--- src/rtl/conv_job_scheduler.sv ---
// Convolution job scheduler: queues base-address descriptors and sequences the MAC controller one job at a time.
// Optional watchdog abort on a stuck RUN is enabled by defining WATCHDOG_EN.
module conv_job_scheduler #(
    parameter int DEPTH     = 4,
    parameter int IMG_AW    = 10,
    parameter int WGT_AW    = 8,
    parameter int OUT_AW    = 13,
    parameter int START_GAP = 2,
    parameter int CNT_W     = 16,
    parameter int TIMEOUT   = 65535
) (
    input  logic              clk,
    input  logic              rst_n,
    input  logic              job_valid,
    output logic              job_ready,
    input  logic [IMG_AW-1:0] job_img_base,
    input  logic [WGT_AW-1:0] job_wgt_base,
    input  logic [OUT_AW-1:0] job_out_base,
    output logic              mac_start,
    output logic [IMG_AW-1:0] mac_img_base,
    output logic [WGT_AW-1:0] mac_wgt_base,
    output logic [OUT_AW-1:0] mac_out_base,
    input  logic              mac_done,
    output logic              busy,
    output logic [CNT_W-1:0]  jobs_done,
    output logic              drained,
    output logic              err
);
    localparam int PW       = $clog2(DEPTH);
    localparam int DW       = IMG_AW + WGT_AW + OUT_AW;
    localparam int GW       = (START_GAP > 1) ? $clog2(START_GAP) : 1;
    localparam int GAP_LAST = (START_GAP > 1) ? START_GAP - 1 : 0;

    typedef enum logic [2:0] {IDLE, LOAD, START, RUN, GAP} state_t;

    state_t            state_reg, state_next;
    logic [DW-1:0]     mem [DEPTH];
    logic [PW:0]       wr_ptr_reg, rd_ptr_reg;
    logic [GW-1:0]     gap_cnt_reg;
    logic [CNT_W-1:0]  jobs_done_reg;
    logic              drained_reg, drained_next;
    logic              full, empty, push, pop, gap_last, run_exit;

    // Extra pointer MSB distinguishes full from empty when the indices match.
    assign empty    = (wr_ptr_reg == rd_ptr_reg);
    assign full     = (wr_ptr_reg[PW] != rd_ptr_reg[PW]) &&
                      (wr_ptr_reg[PW-1:0] == rd_ptr_reg[PW-1:0]);
    assign push     = job_valid && !full;
    assign pop      = (state_reg == LOAD);
    assign gap_last = (START_GAP <= 1) || (gap_cnt_reg == GW'(GAP_LAST));

`ifdef WATCHDOG_EN
    localparam int WDW = $clog2(TIMEOUT + 1);
    logic [WDW-1:0] wd_cnt_reg;
    logic           timeout;

    assign timeout  = (wd_cnt_reg == WDW'(TIMEOUT - 1));
    assign err      = (state_reg == RUN) && !mac_done && timeout;
    assign run_exit = mac_done || timeout;

    always_ff @(posedge clk or negedge rst_n) begin
        if (!rst_n)
            wd_cnt_reg <= '0;
        else if (state_reg == RUN)
            wd_cnt_reg <= wd_cnt_reg + 1'b1;
        else
            wd_cnt_reg <= '0;
    end
`else
    assign err      = 1'b0;
    assign run_exit = mac_done;
`endif

    always_comb begin
        state_next   = state_reg;
        drained_next = 1'b0;
        case (state_reg)
            IDLE:  if (!empty) state_next = LOAD;
            LOAD:  state_next = START;
            START: state_next = RUN;
            RUN:   if (run_exit) state_next = GAP;
            GAP: begin
                if (gap_last) begin
                    if (!empty) begin
                        state_next = LOAD;
                    end else begin
                        state_next   = IDLE;
                        drained_next = 1'b1;
                    end
                end
            end
            default: state_next = IDLE;
        endcase
    end

    // Descriptor storage carries no reset so it maps onto plain RAM.
    always_ff @(posedge clk) begin
        if (push)
            mem[wr_ptr_reg[PW-1:0]] <= {job_img_base, job_wgt_base, job_out_base};
    end

    always_ff @(posedge clk or negedge rst_n) begin
        if (!rst_n) begin
            state_reg     <= IDLE;
            wr_ptr_reg    <= '0;
            rd_ptr_reg    <= '0;
            gap_cnt_reg   <= '0;
            jobs_done_reg <= '0;
            drained_reg   <= 1'b0;
            mac_img_base  <= '0;
            mac_wgt_base  <= '0;
            mac_out_base  <= '0;
        end else begin
            state_reg   <= state_next;
            drained_reg <= drained_next;
            if (push)
                wr_ptr_reg <= wr_ptr_reg + 1'b1;
            if (pop) begin
                rd_ptr_reg <= rd_ptr_reg + 1'b1;
                {mac_img_base, mac_wgt_base, mac_out_base} <= mem[rd_ptr_reg[PW-1:0]];
            end
            if (state_reg == GAP)
                gap_cnt_reg <= gap_cnt_reg + 1'b1;
            else
                gap_cnt_reg <= '0;
            if (state_reg == RUN && state_next == GAP)
                jobs_done_reg <= jobs_done_reg + 1'b1;
        end
    end

    assign job_ready = !full;
    assign mac_start = (state_reg == START);
    assign busy      = (state_reg != IDLE);
    assign jobs_done = jobs_done_reg;
    assign drained   = drained_reg;

endmodule

--- config.mk ---
export PLATFORM = sky130hd
export DESIGN_NAME = conv_job_scheduler
export DESIGN_NICKNAME = d
export VERILOG_FILES = /design/src/rtl/conv_job_scheduler.sv
export SDC_FILE = /design/constraint.sdc
export NUM_CORES = 1
export LEC_CHECK = 0
export CAP_MARGIN = 20
export CORE_MARGIN = 3
export CORE_UTILIZATION = 53
export DETAILED_ROUTE_END_ITERATION = 6
export HOLD_SLACK_MARGIN = 0.05
export PLACE_DENSITY = 0.77
export REMOVE_ABC_BUFFERS = 1
export SYNTH_ARGS = -nofsm -noshare
export SYNTH_HDL_FRONTEND = slang
export SYNTH_SLANG_ARGS = --single-unit
--- constraint.sdc ---
create_clock -name clk -period 2.6 [get_ports clk]
set_input_delay 0.65 -clock clk [delete_from_list [all_inputs] [get_ports clk]]
set_output_delay 0.65 -clock clk [all_outputs]
set_load 0.02 [all_outputs]
floorplan.png
Scale: 3 px per um. Pins as bars on the die edge.
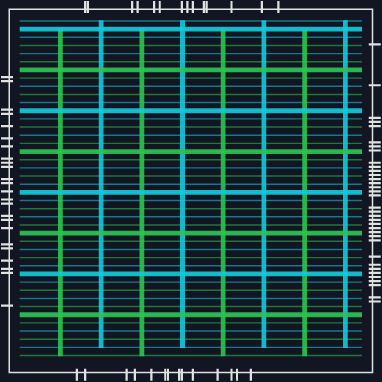
Green marks VSS. Cyan marks VDD.
42 met1 rails follow the rows. The core has 41 rows. 87 signal pins sit on the boundary. 8 straps on met5. 8 straps on met4.
area of the core region: 12,700 um^2
die height: 121 um
worst vdd ir: 0.670 mV

class_map.png
Scale: 2 px per um. Fill, decap, tap and diode cells in gray.
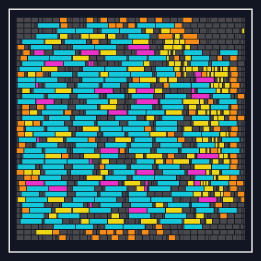
Yellow marks remaining logic cells, cells 147. Orange marks remaining buffers and delay cells, cells 97. Magenta marks clock drivers and dummy loads, cells 32. Cyan marks registers, cells 182.
fraction of area in registers: 0.597
finished layout cell area: 8670 um^2

clock_wires.png
Scale: 4 px per um.
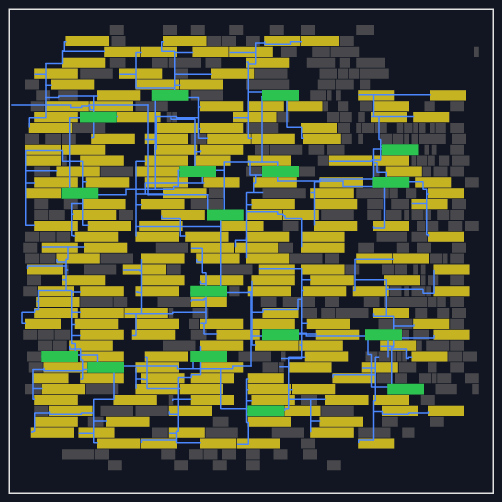
Yellow marks flip-flops, count 182. Blue marks clock wires, length 1,770 um. Green marks clock-net drivers, count 17.
There are 18 routed clock nets.
clock network power share: 0.245
Insertion Delay late pin: 0.42 ns
P_clk: 2.52 mW

layers.png
Scale: 3 px per um. Two of the layers only.
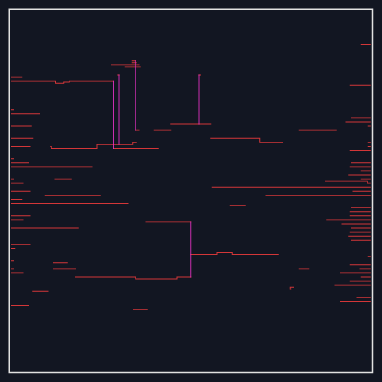
Red marks M3, wire length 762 um. Magenta marks M4, wire length 103 um.
routed wire length: 12,200 um
global routing usage summed across all routing layers: 0.183

placed.png
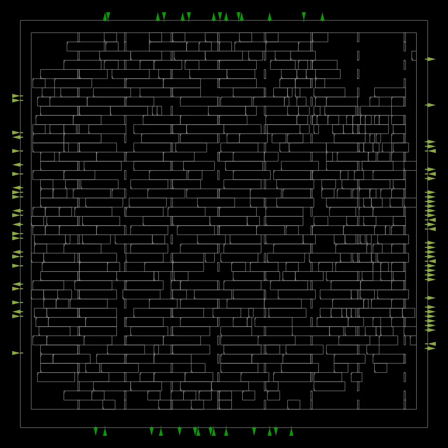
cell row count: 41
number of sequential cells: 182
Finished Core Util: 0.682

==> impl_metrics.tcl <==
# collected from the flow reports
set metrics [dict create \
    critPathCaptureType "output port" \
    final.setup.worst_slack_ns 0.190 \
    final.period_utilization 0.927 \
    die_area_um2 14500 \
    number_of_enable_type_register_cells_in_the_synthesized_netlist 124 \
    via_per_inst 5.43 \
    detailed_place.area_um2 8090 \
    combinationalPowerShare 0.329 \
    maximum_clock_skew_at_final_layout_ns 0.00743 \
    worst-endpoint-required_ns 1.95 \
    post-dp-hpwl_um 7170 \
    result_of_the_run "completed" \
    syn_area_per_cell_um2 20.2 \
    power.density_nw_per_um2 1180 \
    crit_arrival_ns 1.76 \
    sequentialPowerShare 0.426 \
    power.largest_group "sequential cells" \
    cts.sink_count 182 \
    fin_setup_tns_ns 0 \
    number_of_antenna_violations_at_the_first_check_in_global_routing 0 \
    buffer_ports.inserted 85 \
    cts_tree "done" \
    p_sw_frac 0.292 \
    yosysChipArea_um2 6960 \
    worst_path_max_delay_cell "sky130_fd_sc_hd__clkdlybuf4s50_1" \
    warning_count 28 \
    flip_flop_count_of_the_largest_register_after_layout 124 \
    crit_chain "nor3b_1 -> clkdlybuf4s50_1" \
]
-- worst reg2reg max path, stage by stage, from the launching register on --
cell,delay [ns]
sky130_fd_sc_hd__dfrtp_2,0.37
sky130_fd_sc_hd__buf_4,0.54
sky130_fd_sc_hd__mux4_2,0.63
sky130_fd_sc_hd__mux2_2,0.28
-- repair_timing --
| action | in CTS | in global routing |
|---|---|---|
| resized | 0 | 2 |
| hold endpoints to repair | 0 | 0 |
| setup endpoints to repair | 0 | 2 |
-- worst paths after layout --
| kind | start | endpoint | slack (ns) | depth (start not counted) |
|---|---|---|---|---|
| setup / recovery | state_reg[1] | mac_start | 0.19 | 2 |
| hold / removal | rst_n | jobs_done[8] | 0.20 | 1 |
| setup reg to reg | rd_ptr_reg[0] | mac_wgt_base[6] | 0.67 | 3 |
| hold reg to reg | jobs_done[15] | jobs_done[15] | 0.48 | 1 |
| max in group asynchronous | rst_n | mac_out_base[5] | 1.80 | 2 |
| min in group clk | jobs_done[15] | jobs_done[15] | 0.48 | 1 |
-- kinds of logic after synthesis --
family	synth area share
mux	0.155
flops	0.743
compound gates	0.00162
simple gates	0.0437
buf+inv	0.0162
other cells	0.000539
xor+xnor	0.0288
fa+ha+maj	0.0108
-- placed cells by master (no fill, tap or decap), types with 2 or more instances in the layout --
cell type and n:
sky130_fd_sc_hd__nand2_1 12, sky130_fd_sc_hd__buf_4 8, sky130_fd_sc_hd__clkdlybuf4s50_1 82, sky130_fd_sc_hd__nand3_1 2, sky130_fd_sc_hd__bufinv_16 3, sky130_fd_sc_hd__buf_12 4, sky130_fd_sc_hd__mux4_2 31, sky130_fd_sc_hd__mux2_2 34
sky130_fd_sc_hd__nand4_1 3, sky130_fd_sc_hd__inv_6 2, sky130_fd_sc_hd__clkbuf_16 17, sky130_fd_sc_hd__xnor2_1 12, sky130_fd_sc_hd__inv_1 6, sky130_fd_sc_hd__edfxtp_1 124, sky130_fd_sc_hd__dfrtp_1 56, sky130_fd_sc_hd__ha_1 6
sky130_fd_sc_hd__clkbuf_1 6, sky130_fd_sc_hd__dlymetal6s2s_1 2, sky130_fd_sc_hd__nor2_1 5, sky130_fd_sc_hd__xor2_1 9, sky130_fd_sc_hd__nor3_1 4, sky130_fd_sc_hd__dfrtp_2 2, sky130_fd_sc_hd__and3_2 6, sky130_fd_sc_hd__clkinv_1 2
-- per-layer routing --
layer	global-route usage	part of all wire
met5	0	0
met2	0.298	0.51
met3	0.0594	0.063
met1	0.238	0.42
met4	0.0517	0.0085
-- cells in the mapped netlist (all sizes together), types with 2 or more instances --
library cell,n,area [um^2]
nand4,4,40.0
nor4b,2,38.8
nand2,12,45.0
clkbuf,5,20.0
xnor2,13,121
nor3,4,20.0
or3,2,18.8
nor3b,3,32.5
nor2,5,18.8
dfrtp,58,1450
nand3,2,10.0
mux2,34,383
mux4,31,698
inv,6,22.5
xor2,9,78.8
buf,11,70.1
and3,7,46.3
ha,6,75.1
edfxtp,124,3720
-- cell type report --
cell class,count,area (um^2)
Timing Repair Buffer,97,991
Sequential cell,182,5180
Clock inverter,8,120
Clock buffer,24,462
Tap cell,172,215
Multi-Input combinational cell,141,1690
Fill cell,884,4050
Inverter,6,22.5
Power is estimated from default activity; no workload was simulated.
